`config.mk`:
```
export PLATFORM = sky130hd
export DESIGN_NAME = tag_compare_stage_flat
export DESIGN_NICKNAME = d
export VERILOG_FILES = /design/src/rtl/tag_compare_stage_if.sv /design/src/rtl/tag_compare_stage.sv /design/src/flat_wrapper.sv
export SDC_FILE = /design/constraint.sdc
export NUM_CORES = 1
export LEC_CHECK = 0
export CAP_MARGIN = 30
export CELL_PAD_IN_SITES_DETAIL_PLACEMENT = 1
export CELL_PAD_IN_SITES_GLOBAL_PLACEMENT = 1
export CORE_ASPECT_RATIO = 2
export CORE_UTILIZATION = 37
export DETAILED_ROUTE_END_ITERATION = 8
export PLACE_DENSITY_LB_ADDON = 0.1
export SETUP_SLACK_MARGIN = 0.05
export SYNTH_ARGS = -nofsm -noshare
export SYNTH_HDL_FRONTEND = slang
export SYNTH_SLANG_ARGS = --single-unit
```
`constraint.sdc`:
```
create_clock -name clk -period 6.1 [get_ports clk]
set_clock_uncertainty 0.15 [all_clocks]
set_input_delay 1.22 -clock clk [delete_from_list [all_inputs] [get_ports clk]]
set_output_delay 1.22 -clock clk [all_outputs]
set_load 0.01 [all_outputs]
```
`src/rtl/tag_compare_stage_if.sv`:
```
// Lookup-side bundle for tag_compare_stage: request handshake, tag array read path
// and the registered response handshake.
interface tag_compare_stage_if #(
  parameter int unsigned NUM_WAYS   = 4,
  parameter int unsigned TAG_BITS   = 22,
  parameter int unsigned INDEX_BITS = 6,
  parameter int unsigned WAY_BITS   = 2
);
  logic                         req_valid;
  logic                         req_ready;
  logic [TAG_BITS-1:0]          req_tag;
  logic [INDEX_BITS-1:0]        req_index;
  logic [WAY_BITS-1:0]          req_pred_way;
  logic [INDEX_BITS-1:0]        lookup_index;
  logic [NUM_WAYS*TAG_BITS-1:0] way_tags;
  logic [NUM_WAYS-1:0]          way_valid;
  logic                         resp_valid;
  logic                         resp_ready;
  logic                         resp_hit;
  logic [WAY_BITS-1:0]          resp_way;
  logic                         resp_pred_ok;
  logic                         resp_multi_hit;
  logic [INDEX_BITS-1:0]        resp_index;
  logic [TAG_BITS-1:0]          resp_tag;

  modport master (
    output req_valid, req_tag, req_index, req_pred_way, way_tags, way_valid, resp_ready,
    input  req_ready, lookup_index, resp_valid, resp_hit, resp_way, resp_pred_ok,
           resp_multi_hit, resp_index, resp_tag
  );

  modport slave (
    input  req_valid, req_tag, req_index, req_pred_way, way_tags, way_valid, resp_ready,
    output req_ready, lookup_index, resp_valid, resp_hit, resp_way, resp_pred_ok,
           resp_multi_hit, resp_index, resp_tag
  );
endinterface

```
`src/rtl/tag_compare_stage.sv`:
```
// Registered L1D tag compare stage: per-way tag match, hit way select, way-predictor
// verdict over a valid/ready handshake, plus saturating lookup/hit/pred_ok counters.
module tag_compare_stage #(
  parameter int unsigned NUM_SETS   = 64,
  parameter int unsigned NUM_WAYS   = 4,
  parameter int unsigned TAG_BITS   = 22,
  parameter int unsigned INDEX_BITS = $clog2(NUM_SETS),
  parameter int unsigned WAY_BITS   = (NUM_WAYS > 1) ? $clog2(NUM_WAYS) : 1,
  parameter int unsigned CNT_BITS   = 32
) (
  input  logic                 clk,
  input  logic                 rst_n,
  tag_compare_stage_if.slave   bus,
  input  logic                 cnt_clear,
  output logic [CNT_BITS-1:0]  cnt_lookups,
  output logic [CNT_BITS-1:0]  cnt_hits,
  output logic [CNT_BITS-1:0]  cnt_pred_ok
);

  logic                  req_ready;
  logic                  accept;
  logic [NUM_WAYS-1:0]   match;
  logic                  hit_d;
  logic [WAY_BITS-1:0]   way_d;
  logic                  multi_d;
  logic                  pred_ok_d;

  logic                  resp_valid_q;
  logic                  resp_hit_q;
  logic [WAY_BITS-1:0]   resp_way_q;
  logic                  resp_pred_ok_q;
  logic                  resp_multi_hit_q;
  logic [INDEX_BITS-1:0] resp_index_q;
  logic [TAG_BITS-1:0]   resp_tag_q;

  logic [CNT_BITS-1:0]   cnt_lookups_q;
  logic [CNT_BITS-1:0]   cnt_hits_q;
  logic [CNT_BITS-1:0]   cnt_pred_ok_q;

  assign req_ready        = !resp_valid_q || bus.resp_ready;
  assign accept           = bus.req_valid && req_ready;
  assign bus.req_ready    = req_ready;
  assign bus.lookup_index = bus.req_index;

  always_comb begin
    match     = '0;
    way_d     = '0;
    hit_d     = 1'b0;
    multi_d   = 1'b0;
    pred_ok_d = 1'b0;
    for (int unsigned w = 0; w < NUM_WAYS; w++) begin
      match[w] = bus.way_valid[w] && (bus.way_tags[w*TAG_BITS +: TAG_BITS] == bus.req_tag);
    end
    // Scan from the top down so the lowest-numbered matching way is the last write.
    for (int unsigned w = NUM_WAYS; w > 0; w--) begin
      if (match[w-1]) begin
        way_d = WAY_BITS'(w - 1);
      end
    end
    hit_d     = |match;
    multi_d   = (match & (match - NUM_WAYS'(1))) != '0;
    pred_ok_d = hit_d && (way_d == bus.req_pred_way);
  end

  always_ff @(posedge clk or negedge rst_n) begin
    if (!rst_n) begin
      resp_valid_q     <= 1'b0;
      resp_hit_q       <= 1'b0;
      resp_way_q       <= '0;
      resp_pred_ok_q   <= 1'b0;
      resp_multi_hit_q <= 1'b0;
      resp_index_q     <= '0;
      resp_tag_q       <= '0;
    end else if (accept) begin
      resp_valid_q     <= 1'b1;
      resp_hit_q       <= hit_d;
      resp_way_q       <= way_d;
      resp_pred_ok_q   <= pred_ok_d;
      resp_multi_hit_q <= multi_d;
      resp_index_q     <= bus.req_index;
      resp_tag_q       <= bus.req_tag;
    end else if (bus.resp_ready) begin
      resp_valid_q     <= 1'b0;
    end
  end

  always_ff @(posedge clk or negedge rst_n) begin
    if (!rst_n) begin
      cnt_lookups_q <= '0;
      cnt_hits_q    <= '0;
      cnt_pred_ok_q <= '0;
    end else if (cnt_clear) begin
      cnt_lookups_q <= '0;
      cnt_hits_q    <= '0;
      cnt_pred_ok_q <= '0;
    end else if (accept) begin
      if (cnt_lookups_q != '1) cnt_lookups_q <= cnt_lookups_q + CNT_BITS'(1);
      if (hit_d && cnt_hits_q != '1) cnt_hits_q <= cnt_hits_q + CNT_BITS'(1);
      if (pred_ok_d && cnt_pred_ok_q != '1) cnt_pred_ok_q <= cnt_pred_ok_q + CNT_BITS'(1);
    end
  end

  assign bus.resp_valid     = resp_valid_q;
  assign bus.resp_hit       = resp_hit_q;
  assign bus.resp_way       = resp_way_q;
  assign bus.resp_pred_ok   = resp_pred_ok_q;
  assign bus.resp_multi_hit = resp_multi_hit_q;
  assign bus.resp_index     = resp_index_q;
  assign bus.resp_tag       = resp_tag_q;
  assign cnt_lookups        = cnt_lookups_q;
  assign cnt_hits           = cnt_hits_q;
  assign cnt_pred_ok        = cnt_pred_ok_q;

endmodule

```
`src/flat_wrapper.sv`:
```
// flat-port wrapper written by rule: the top's interface ports become plain ports
module tag_compare_stage_flat 
#(
  parameter int unsigned NUM_SETS   = 64,
  parameter int unsigned NUM_WAYS   = 4,
  parameter int unsigned TAG_BITS   = 22,
  parameter int unsigned INDEX_BITS = $clog2(NUM_SETS),
  parameter int unsigned WAY_BITS   = (NUM_WAYS > 1) ? $clog2(NUM_WAYS) : 1,
  parameter int unsigned CNT_BITS   = 32
)
  (clk, rst_n, cnt_clear, cnt_lookups, cnt_hits, cnt_pred_ok, bus_req_valid, bus_req_tag, bus_req_index, bus_req_pred_way, bus_way_tags, bus_way_valid, bus_resp_ready, bus_req_ready, bus_lookup_index, bus_resp_valid, bus_resp_hit, bus_resp_way, bus_resp_pred_ok, bus_resp_multi_hit, bus_resp_index, bus_resp_tag);
  tag_compare_stage_if #(.NUM_WAYS(NUM_WAYS), .TAG_BITS(TAG_BITS), .INDEX_BITS(INDEX_BITS), .WAY_BITS(WAY_BITS)) bus_i ();
  input  logic clk;
  input  logic rst_n;
  input  logic cnt_clear;
  output logic [CNT_BITS-1:0] cnt_lookups;
  output logic [CNT_BITS-1:0] cnt_hits;
  output logic [CNT_BITS-1:0] cnt_pred_ok;
  input wire logic [$bits(bus_i.req_valid)-1:0] bus_req_valid;
  input wire logic [$bits(bus_i.req_tag)-1:0] bus_req_tag;
  input wire logic [$bits(bus_i.req_index)-1:0] bus_req_index;
  input wire logic [$bits(bus_i.req_pred_way)-1:0] bus_req_pred_way;
  input wire logic [$bits(bus_i.way_tags)-1:0] bus_way_tags;
  input wire logic [$bits(bus_i.way_valid)-1:0] bus_way_valid;
  input wire logic [$bits(bus_i.resp_ready)-1:0] bus_resp_ready;
  output wire logic [$bits(bus_i.req_ready)-1:0] bus_req_ready;
  output wire logic [$bits(bus_i.lookup_index)-1:0] bus_lookup_index;
  output wire logic [$bits(bus_i.resp_valid)-1:0] bus_resp_valid;
  output wire logic [$bits(bus_i.resp_hit)-1:0] bus_resp_hit;
  output wire logic [$bits(bus_i.resp_way)-1:0] bus_resp_way;
  output wire logic [$bits(bus_i.resp_pred_ok)-1:0] bus_resp_pred_ok;
  output wire logic [$bits(bus_i.resp_multi_hit)-1:0] bus_resp_multi_hit;
  output wire logic [$bits(bus_i.resp_index)-1:0] bus_resp_index;
  output wire logic [$bits(bus_i.resp_tag)-1:0] bus_resp_tag;
  assign bus_i.req_valid = bus_req_valid;
  assign bus_i.req_tag = bus_req_tag;
  assign bus_i.req_index = bus_req_index;
  assign bus_i.req_pred_way = bus_req_pred_way;
  assign bus_i.way_tags = bus_way_tags;
  assign bus_i.way_valid = bus_way_valid;
  assign bus_i.resp_ready = bus_resp_ready;
  assign bus_req_ready = bus_i.req_ready;
  assign bus_lookup_index = bus_i.lookup_index;
  assign bus_resp_valid = bus_i.resp_valid;
  assign bus_resp_hit = bus_i.resp_hit;
  assign bus_resp_way = bus_i.resp_way;
  assign bus_resp_pred_ok = bus_i.resp_pred_ok;
  assign bus_resp_multi_hit = bus_i.resp_multi_hit;
  assign bus_resp_index = bus_i.resp_index;
  assign bus_resp_tag = bus_i.resp_tag;
  tag_compare_stage #(.NUM_SETS(NUM_SETS), .NUM_WAYS(NUM_WAYS), .TAG_BITS(TAG_BITS), .INDEX_BITS(INDEX_BITS), .WAY_BITS(WAY_BITS), .CNT_BITS(CNT_BITS)) u_core (.clk(clk), .rst_n(rst_n), .bus(bus_i), .cnt_clear(cnt_clear), .cnt_lookups(cnt_lookups), .cnt_hits(cnt_hits), .cnt_pred_ok(cnt_pred_ok));
endmodule
```
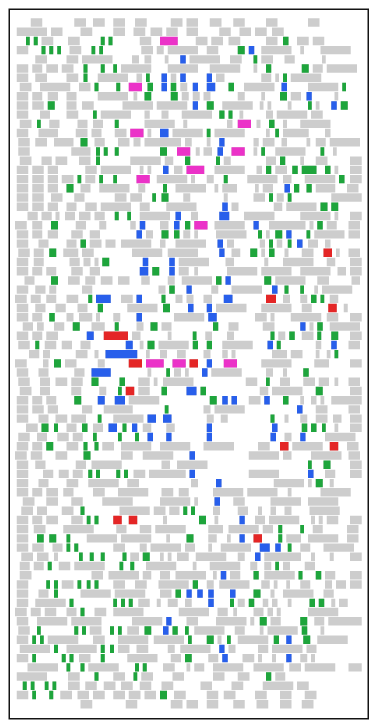
**Above:** gate-type map.
NAND gates: shown in green, cells 241, most used nand2_1, where all over the die. inverting AOI/OAI gates: shown in blue, cells 91, most used a21oi_1. multiplexers: shown in magenta, cells 12, most used mux2_1. AND-OR and OR-AND gates: shown in red, cells 12, most used a21o_1.

==> flow_summary.yaml <==
# implementation run metrics
synthesis:
  ys_types: 56
  synth-seq-area-share_pct: 41.02
  syn_area_per_cell_um2: 8.764
  synth-async-reset-ratio_pct: 100.0
  postSynthCellCount: 905
  top_area_cell: "dfrtp_1"
power_and_ir_drop:
  power.leakage_nw: 4.407
  pwr_density_cell_nw_per_um2: 209.2
  p_comb_w: 0.000338
floorplanning:
  coreArea_um2: 21020
  die_x_um: 105.5
  fp_util_pct: 37.73
worst_hold_path:
  hold_end: "u_core.bus.resp_tag[1]"
worst_setup_path:
  path_cells: "clkdlybuf4s50_1 > xor2_1 > nor4_1 > nand4_1 > or2_1 > a311o_2 > nor3_1 > mux2_1"
  crit_fanout: 37
  cp-start-kind: "input port"
sta:
  final-setup-viol-count: 0
  whs_ps: 324.2
  rsz0062_at_grt: "no"
grt:
  grt_max_degree: 72
  overflow: 0
  grt_antenna_before_repair: 0
finish:
  layout_top_cells: "clkdlybuf4s50_1 (261), nand2_1 (140), dfrtp_1 (130)"
  final-seq-area_um2: 3253
  diodes: 0
  layout.area.comb_um2: 4259
  nets: 1256
cts:
  cts_buffers: 17
  cts-resized-gates: 0
  hold_buffers: 0
drt:
  drcViolationCount: 0
  antenna_left: 0
place:
  dp_slack_ps: 1283
  portBuffers: 263
status:
  status: "completed"
job:
  maxCapViolCount: 0
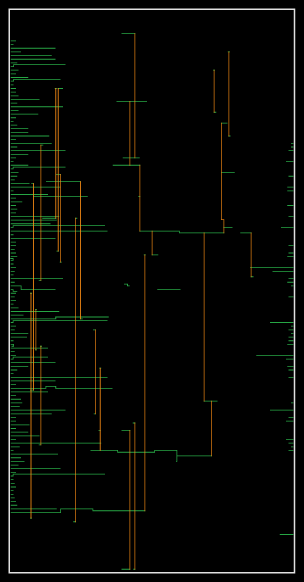
**Above:** signal wires by layer.
Only two layers are drawn.
met4: shown in orange, wire length 1120 um. met3: shown in green, wire length 1390 um.

-- cell usage after synthesis (3+ instances only) --
cell	instances
buf_2	26
dfrtp_1	130
a31oi_1	3
and2_1	6
o21ai_0	11
ha_1	3
nand4_1	38
and4_1	5
xnor2_1	74
nand2_1	141
nor3_1	20
a21o_1	8
nor3b_1	6
nand3_1	49
mux2_4	3
o21ai_1	27
o31ai_1	8
nand2b_1	12
nor2_1	83
nor3_2	11
clkbuf_1	23
and3_1	9
mux2_1	9
buf_6	7
or4_1	11
nor4_2	3
buf_4	7
a21oi_1	35
buf_1	5
inv_1	14
xor2_1	45
nor4_1	10
xnor2_2	3
nor2b_1	13
or3_1	25
-- area by class of cell --
cell class                 count  share of cell area, %
clock buffer                  17                  3.784
clock inverter                15                  1.848
inverter                      15                 0.5008
multi-input combinational    692                  37.89
sequential                   130                  28.94
tap                          269                  2.994
timing repair buffer         270                  24.05
-- worst max path at each step --
stage / from / end / slack (ps) / depth (start not counted)
after floorplan: bus_req_tag[18] / u_core.cnt_pred_ok[21] / 2420 / 9
after detailed placement: bus_req_tag[19] / u_core.cnt_hits[29] / 1280 / 8
final: bus_req_tag[17] / u_core.cnt_hits[29] / 1730 / 8
after CTS: bus_req_tag[19] / u_core.cnt_hits[29] / 1740 / 8
after global routing: bus_req_tag[17] / u_core.cnt_pred_ok[7] / 1550 / 10
after global placement: bus_req_tag[19] / u_core.cnt_hits[29] / 1340 / 8
-- cell families after synthesis --
kind of cell	count (synthesis)	synth area share, %
xor gates and xnor gates	122	13.76
and+or+nand+nor	452	29.50
buffers and inverters	83	5.332
DFF	130	41.02
adders and majority gates	3	0.4733
muxes	12	1.846
AOI/OAI and AO/OA	103	8.077
